### Routed metal, one colour a layer

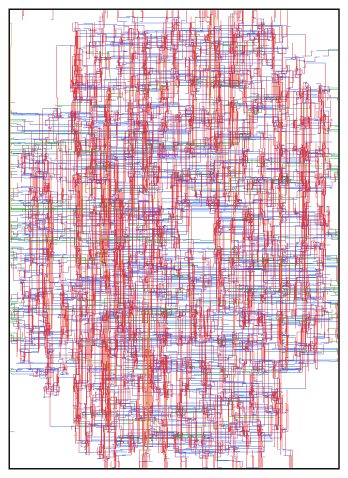
### Routed clock nets over the placement

Bar = 100 um.
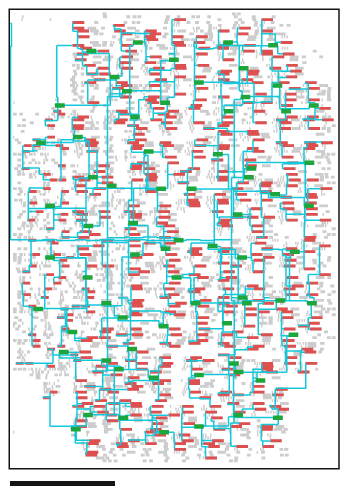
### Met3 routing

Bar = 100 um.
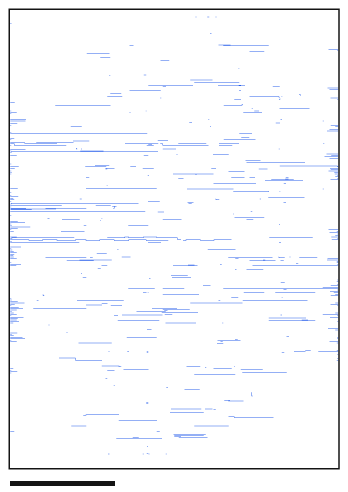
### Cell placement

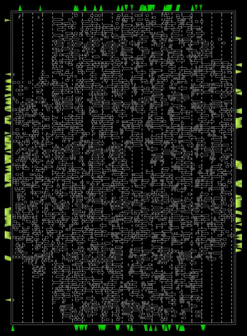
File: src/rtl/if_pkg.sv
// Shared types and constants for the instruction-fetch front end.
package if_pkg;

    localparam int PC_W        = 32;
    localparam int INST_W      = 32;
    localparam int FETCH_BYTES = 8;

    // One decoded-order slot handed to decode: the instruction and where it came from.
    typedef struct packed {
        logic [PC_W-1:0]   pc;
        logic [INST_W-1:0] inst;
    } fetch_entry_t;

    // An 8-byte aligned PC fetches a full pair; a PC sitting on the upper word
    // only yields one instruction, so it steps by 4 to realign.
    function automatic logic [PC_W-1:0] next_fetch_pc(input logic [PC_W-1:0] pc);
        return pc + (pc[2] ? PC_W'(4) : PC_W'(FETCH_BYTES));
    endfunction

endpackage

File: src/rtl/fetch_queue_2w.sv
// Circular FIFO of fetch entries that can accept two and release two per cycle.
module fetch_queue_2w
    import if_pkg::*;
#(
    parameter int  DEPTH = 8,
    localparam int PTR_W = $clog2(DEPTH),
    localparam int CNT_W = PTR_W + 1
) (
    input  logic             clk,
    input  logic             rst,
    input  logic             clear,
    input  logic [1:0]       enq_n,
    input  fetch_entry_t     enq0,
    input  fetch_entry_t     enq1,
    input  logic [1:0]       deq_n,
    output logic [CNT_W-1:0] count,
    output fetch_entry_t     head0,
    output fetch_entry_t     head1
);

    fetch_entry_t     mem [DEPTH];
    logic [PTR_W-1:0] rd_ptr;
    logic [PTR_W-1:0] wr_ptr;
    logic [PTR_W-1:0] rd_ptr1;
    logic [PTR_W-1:0] wr_ptr1;
    logic [CNT_W-1:0] enq_w;
    logic [CNT_W-1:0] deq_eff;
    logic [CNT_W-1:0] count_next;

    assign rd_ptr1 = rd_ptr + PTR_W'(1);
    assign wr_ptr1 = wr_ptr + PTR_W'(1);

    // Clamp both request widths to two and never release more than is stored.
    always_comb begin
        enq_w   = enq_n[1] ? CNT_W'(2) : CNT_W'(enq_n);
        deq_eff = deq_n[1] ? CNT_W'(2) : CNT_W'(deq_n);
        if (deq_eff > count) begin
            deq_eff = count;
        end
        count_next = count + enq_w - deq_eff;
    end

    // Pointer and occupancy bookkeeping; a clear drops everything by catching up rd_ptr.
    always_ff @(posedge clk) begin
        if (rst) begin
            rd_ptr <= '0;
            wr_ptr <= '0;
            count  <= '0;
        end else if (clear) begin
            rd_ptr <= wr_ptr;
            count  <= '0;
        end else begin
            rd_ptr <= rd_ptr + PTR_W'(deq_eff);
            wr_ptr <= wr_ptr + PTR_W'(enq_w);
            count  <= count_next;
        end
    end

    // Storage writes: slot0 at wr_ptr, slot1 right behind it, wrapping modulo DEPTH.
    always_ff @(posedge clk) begin
        if (!rst && !clear) begin
            if (enq_w != '0) begin
                mem[wr_ptr] <= enq0;
            end
            if (enq_w == CNT_W'(2)) begin
                mem[wr_ptr1] <= enq1;
            end
        end
    end

    assign head0 = mem[rd_ptr];
    assign head1 = mem[rd_ptr1];

endmodule

File: src/rtl/if_fetch_queue.sv
// Fetch requester: drives the icache PC, splits returned pairs into entries, feeds decode.
module if_fetch_queue
    import if_pkg::*;
#(
    parameter logic [31:0] RESET_PC = 32'h0,
    parameter int          DEPTH    = 8
) (
    input  logic              clk,
    input  logic              rst,
    input  logic              redirect_valid,
    input  logic [PC_W-1:0]   redirect_pc,
    output logic [PC_W-1:0]   icache_pc,
    output logic              icache_stall,
    output logic              icache_flush,
    input  logic              icache_valid,
    input  logic [63:0]       icache_ir,
    input  logic              icache_flag,
    output logic              out0_valid,
    output logic              out1_valid,
    output logic [PC_W-1:0]   out0_pc,
    output logic [PC_W-1:0]   out1_pc,
    output logic [INST_W-1:0] out0_inst,
    output logic [INST_W-1:0] out1_inst,
    input  logic [1:0]        deq_num
);

    localparam int CNT_W = $clog2(DEPTH) + 1;

    logic [PC_W-1:0]  pc_q;
    logic [PC_W-1:0]  resp_pc_q;
    logic [CNT_W-1:0] count;
    logic             accept;
    logic [1:0]       enq_n;
    logic [1:0]       deq_n;
    fetch_entry_t     enq0;
    fetch_entry_t     enq1;
    fetch_entry_t     head0;
    fetch_entry_t     head1;

    // Stall looks only at registered occupancy so the icache hold has no path from decode.
    assign icache_stall = count > CNT_W'(DEPTH - 2);
    assign icache_flush = rst | redirect_valid;
    assign accept       = icache_valid & ~icache_stall & ~redirect_valid & ~rst;
    assign icache_pc    = pc_q;

    // Split the accepted pair into entries; a redirect also cancels this cycle's dequeue.
    always_comb begin
        enq_n = 2'd0;
        if (accept) begin
            enq_n = icache_flag ? 2'd2 : 2'd1;
        end
        enq0.pc   = resp_pc_q;
        enq0.inst = icache_ir[63:32];
        enq1.pc   = resp_pc_q + PC_W'(4);
        enq1.inst = icache_ir[31:0];
        deq_n     = redirect_valid ? 2'd0 : deq_num;
    end

    // Fetch PC and the PC of the response now in the icache output register.
    always_ff @(posedge clk) begin
        if (rst) begin
            pc_q      <= RESET_PC;
            resp_pc_q <= '0;
        end else if (redirect_valid) begin
            pc_q <= {redirect_pc[PC_W-1:2], 2'b00};
        end else if (!icache_stall) begin
            pc_q      <= next_fetch_pc(pc_q);
            resp_pc_q <= pc_q;
        end
    end

    fetch_queue_2w #(
        .DEPTH (DEPTH)
    ) u_queue (
        .clk   (clk),
        .rst   (rst),
        .clear (redirect_valid),
        .enq_n (enq_n),
        .enq0  (enq0),
        .enq1  (enq1),
        .deq_n (deq_n),
        .count (count),
        .head0 (head0),
        .head1 (head1)
    );

    assign out0_valid = count != '0;
    assign out1_valid = count > CNT_W'(1);
    assign out0_pc    = head0.pc;
    assign out0_inst  = head0.inst;
    assign out1_pc    = head1.pc;
    assign out1_inst  = head1.inst;

endmodule
File: config.mk
export PLATFORM = sky130hd
export DESIGN_NAME = if_fetch_queue
export DESIGN_NICKNAME = d
export VERILOG_FILES = /design/src/rtl/if_pkg.sv /design/src/rtl/fetch_queue_2w.sv /design/src/rtl/if_fetch_queue.sv
export SDC_FILE = /design/constraint.sdc
export NUM_CORES = 1
export LEC_CHECK = 0
export CAP_MARGIN = 10
export CELL_PAD_IN_SITES_DETAIL_PLACEMENT = 1
export CELL_PAD_IN_SITES_GLOBAL_PLACEMENT = 2
export CORE_ASPECT_RATIO = 1.4
export CORE_MARGIN = 2
export CORE_UTILIZATION = 25
export CTS_CLUSTER_SIZE = 30
export DETAILED_ROUTE_END_ITERATION = 8
export GPL_ROUTABILITY_DRIVEN = 0
export PLACE_DENSITY_LB_ADDON = 0.1
export SETUP_SLACK_MARGIN = 0.2
export SLEW_MARGIN = 25
export SYNTH_ARGS = -nofsm -noshare
export SYNTH_HDL_FRONTEND = slang
export SYNTH_SLANG_ARGS = --single-unit
File: constraint.sdc
create_clock -name clk -period 14.79 [get_ports clk]
set_input_delay 2.2185 -clock clk [delete_from_list [all_inputs] [get_ports clk]]
set_output_delay 2.2185 -clock clk [all_outputs]
set_load 0.01 [all_outputs]
==> flow_metrics.tcl <==
# metrics dict for downstream scripts
set metrics [dict create \
    ys_sh_simple 0.156 \
    gr-total-overflow 0 \
    synth_cell_type_count 51 \
    endpoint_kind "primary output" \
    floorplan.initialDensity 0.251 \
    hp-start "icache_pc[19]" \
    final.hold.worst_slack_ns 0.576 \
    global_route_wire_length_before_repair_um 191000 \
    worst_hold_path_type "register to register" \
    cellInternalPower_mw 3.16 \
    timing.fmax_mhz 135 \
    totalNegativeSetupSlack_ns 0 \
    combPwrFrac 0.159 \
    synth_async_sr_flop_share 0 \
    crit_path_max_fanout 54 \
    yosys.area_share.adder 0.00846 \
    clock_tree_root "sky130_fd_sc_hd__clkbuf_16" \
    netSwitchingPower_mw 1.15 \
    worst_ep_required_time_ns 12.57 \
    post_synth_ao_oa_area_fraction 0.0137 \
    groute.layer.met2.usage 0.363 \
    power.share.switching 0.266 \
    wl_met1_um 54500 \
    syn_avg_cell_area_sq_um 11.5 \
    syn-cell-area_sq_um 33100 \
    maxCapViolations 0 \
    post_cts.repair.setup_buffers 0 \
    critPathLaunch "u_queue.rd_ptr[0]" \
    final_antenna_net_count 0 \
    mostFrequentLayoutCells "952 x sky130_fd_sc_hd__nand2_1, 496 x sky130_fd_sc_hd__edfxtp_1, 257 x sky130_fd_sc_hd__clkdlybuf4s50_1" \
    die_outline_width_um 312 \
    chip_height_um 435 \
    grt_setup_unrepaired "false" \
    detail_route.drc_violations 0 \
    r2r-start "u_queue.count[3]" \
    logic_family "multiplexers" \
    cts_tree "yes" \
    grt.met1_usage 0.235 \
    slew_headroom 0.279 \
    power.density_cell_area_nw_per_um2 108 \
    ff_type "sky130_fd_sc_hd__edfxtp_1" \
    timing_worst_slew_pin_value_ns 1.08 \
    grt_max_degree 67 \
    synth.yosys.chip_area_sq_um 33100 \
    ys_cells 2882 \
    num-nets-final 3112 \
    path_clk_slew_ns 0.06 \
    share_seq_of_total_power 0.425 \
    drtIter0Drc 1344 \
    outcome "complete, no violations" \
    report.power.total_mw 4.30 \
    cts_sinks 566 \
    worstSetupStartpointType "register" \
    synth-edff-count 496 \
    slew_violations 0 \
    port_buffers 258 \
    yosys_warnings 0 \
    ys_seq_frac 0.492 \
    grt_busiest_layer "met2" \
    ioPinCount 267 \
    fin_crit_sh 0.501 \
    vdd.ir_drop.worst_uv 62.9 \
    critical_path_class "register to primary output" \
    cts_made_buffers 71 \
    antenna_violations_before_repair 9 \
    leakage_nw 13.7 \
    hold_buffer_count_at_cts 0 \
    ctsHtreeMaxLevel 3 \
    first_global_vias 25818 \
    met3WireLength_um 5470 \
    final.min_clock_period_ns 7.41 \
    hold_violations 0 \
    area_growth_from_synthesis_to_layout_pct 19.9 \
    arrival_ns 5.19 \
    openroad_warning_count 31 \
    clockBufferDepth 3 \
    timing.final.setup_violations 0 \
    viasPerCell 4.89 \
    synth_flop_count 566 \
    netlist_instances 2882 \
    top_layer_used "met5" \
    drt_first_pass_iters 5 \
    die-area_sq_um 136000 \
    multiplexer_area_fraction_after_synthesis 0.220 \
    post_route_cells_drive_above_1_share 0.194 \
    met2_wirelength_um 70800 \
    postCtsResizedCells 0 \
    filler_cell_count 14470 \
    final_common_cell "sky130_fd_sc_hd__nand2_1" \
    yosys.area_share.xor_xnor 0.0687 \
    dp.final_hpwl_um 81400 \
]
-- 'Routed metal, one colour a layer' (at the start) --
| colour | layer | wire length |
|---|---|---|
| orange | M4 | 3,490 um |
| green | M3 | 5,470 um |
| red | M2 | 70.8 mm |
| blue | M1 | 54.5 mm |
| purple | M5 | 77.3 um |
all-layer global routing usage: 0.197
Via Count: 23,496
mean routed wirelength per cell: 27.9 um
final WL: 134,000 um

-- 'Routed clock nets over the placement' (at the start) --
[cyan] clock wires | length: 10,200 um
[red] flip-flops | count: 566
[green] clock-net drivers | count: 71
routed clock nets: 72
flops lie: widely spread
clock power share: 0.416
Layout Skew: 0.0224 ns
clock network power: 1.79 mW
insertion delay of the later-clocked pin in the worst-skew pair: 0.65 ns

-- 'Met3 routing' (at the start) --
main direction: horizontal
wire length on this layer: 5,470 um
share of all routed wire: 4.1%
longest straight run: 139 um
met3 Use GR: 0.0273

-- 'Cell placement' (at the start) --
placeable core area: 132,000 sq um
row count: 158
total number of sequential cells: 566
fraction of area in registers: 0.411
tap cell instance count: 1,760

-- stage by stage --
step / instances / cell area [sq um] / setup slack, ns / util
finish: 4805 / 39700 / 7.38 / 0.301
global placement: 4674 / 37300 / 7.92 / 0.283
detailed placement: 4675 / 37400 / 7.94 / 0.283
floorplan: 2887 / 33200 / 4.81 / -
CTS: 4801 / 39700 / 7.22 / 0.300
global route: 4805 / 39700 / 7.04 / 0.301
-- worst max-delay path: stages, from the launching register on --
cell and delay (ns):
sky130_fd_sc_hd__dfxtp_4 0.76, sky130_fd_sc_hd__buf_4 0.53, sky130_fd_sc_hd__buf_4 0.83, sky130_fd_sc_hd__buf_4 0.82, sky130_fd_sc_hd__mux4_2 0.60, sky130_fd_sc_hd__mux2_2 0.34
sky130_fd_sc_hd__clkdlybuf4s50_1 0.50
-- logic make-up after synthesis --
logic type	after synthesis
buf+inv	309
other cells	1
flops	566
simple gates	1253
mux	403
fa+ha+maj	20
xor+xnor	260
compound gates	70
-- Yosys cell counts (18+ instances only) --
cell type	count	area, sq um
sky130_fd_sc_hd__nand2_1	953	3580
sky130_fd_sc_hd__edfxtp_1	496	14900
sky130_fd_sc_hd__mux4_2	248	5590
sky130_fd_sc_hd__nor2_1	152	571
sky130_fd_sc_hd__clkbuf_1	145	544
sky130_fd_sc_hd__xnor2_1	131	1150
sky130_fd_sc_hd__xor2_1	129	1130
sky130_fd_sc_hd__mux2_2	124	1400
sky130_fd_sc_hd__dfxtp_1	70	1400
sky130_fd_sc_hd__buf_1	67	251
sky130_fd_sc_hd__buf_2	38	190
sky130_fd_sc_hd__buf_4	37	278
sky130_fd_sc_hd__mux2i_1	31	310
sky130_fd_sc_hd__nand3_1	28	140
sky130_fd_sc_hd__nand4_1	25	156
sky130_fd_sc_hd__nor4_2	21	263
sky130_fd_sc_hd__inv_1	20	75.1
sky130_fd_sc_hd__a211oi_1	19	143
sky130_fd_sc_hd__nor3_1	18	90.1
-- final cells by class --
type | count | area, sq um | share of cell area
Sequential cell | 566 | 16300 | 0.411
Timing Repair Buffer | 317 | 3070 | 0.0773
Clock inverter | 29 | 334 | 0.00841
Multi-Input combinational cell | 2012 | 15800 | 0.397
Antenna cell | 3 | 7.51 | 0.000189
Tap cell | 1760 | 2200 | 0.0554
Clock buffer | 97 | 1950 | 0.0491
Inverter | 21 | 78.8 | 0.00198
-- power by group through the flow --
stage,clock (mW),sequential (mW),combinational (mW)
6_report,1.79,1.83,0.685
5_1_grt,1.89,1.83,0.740
4_1_cts,1.85,1.83,0.703
3_5_place_dp,0,1.86,0.700
3_3_place_gp,0,1.86,0.693
2_1_floorplan,0,1.83,0.417
-- sequential cells by signal, indices dropped and copies added, names as in the netlist --
signal	flops
u_queue.rd_ptr	3
icache_pc	30
resp_pc_q	30
u_queue.mem	496
u_queue.wr_ptr	3
u_queue.count	4
-- path summary, 6_finish.rpt --
check / to / slack (ns) / cells after the start
min reg2reg: resp_pc_q[19] / 0.58 / 2
min: resp_pc_q[19] / 0.58 / 2
max: out1_pc[22] / 7.38 / 6
max reg2reg: u_queue.mem[6][0] / 10.24 / 10
Power and IR drop assume default switching activity.
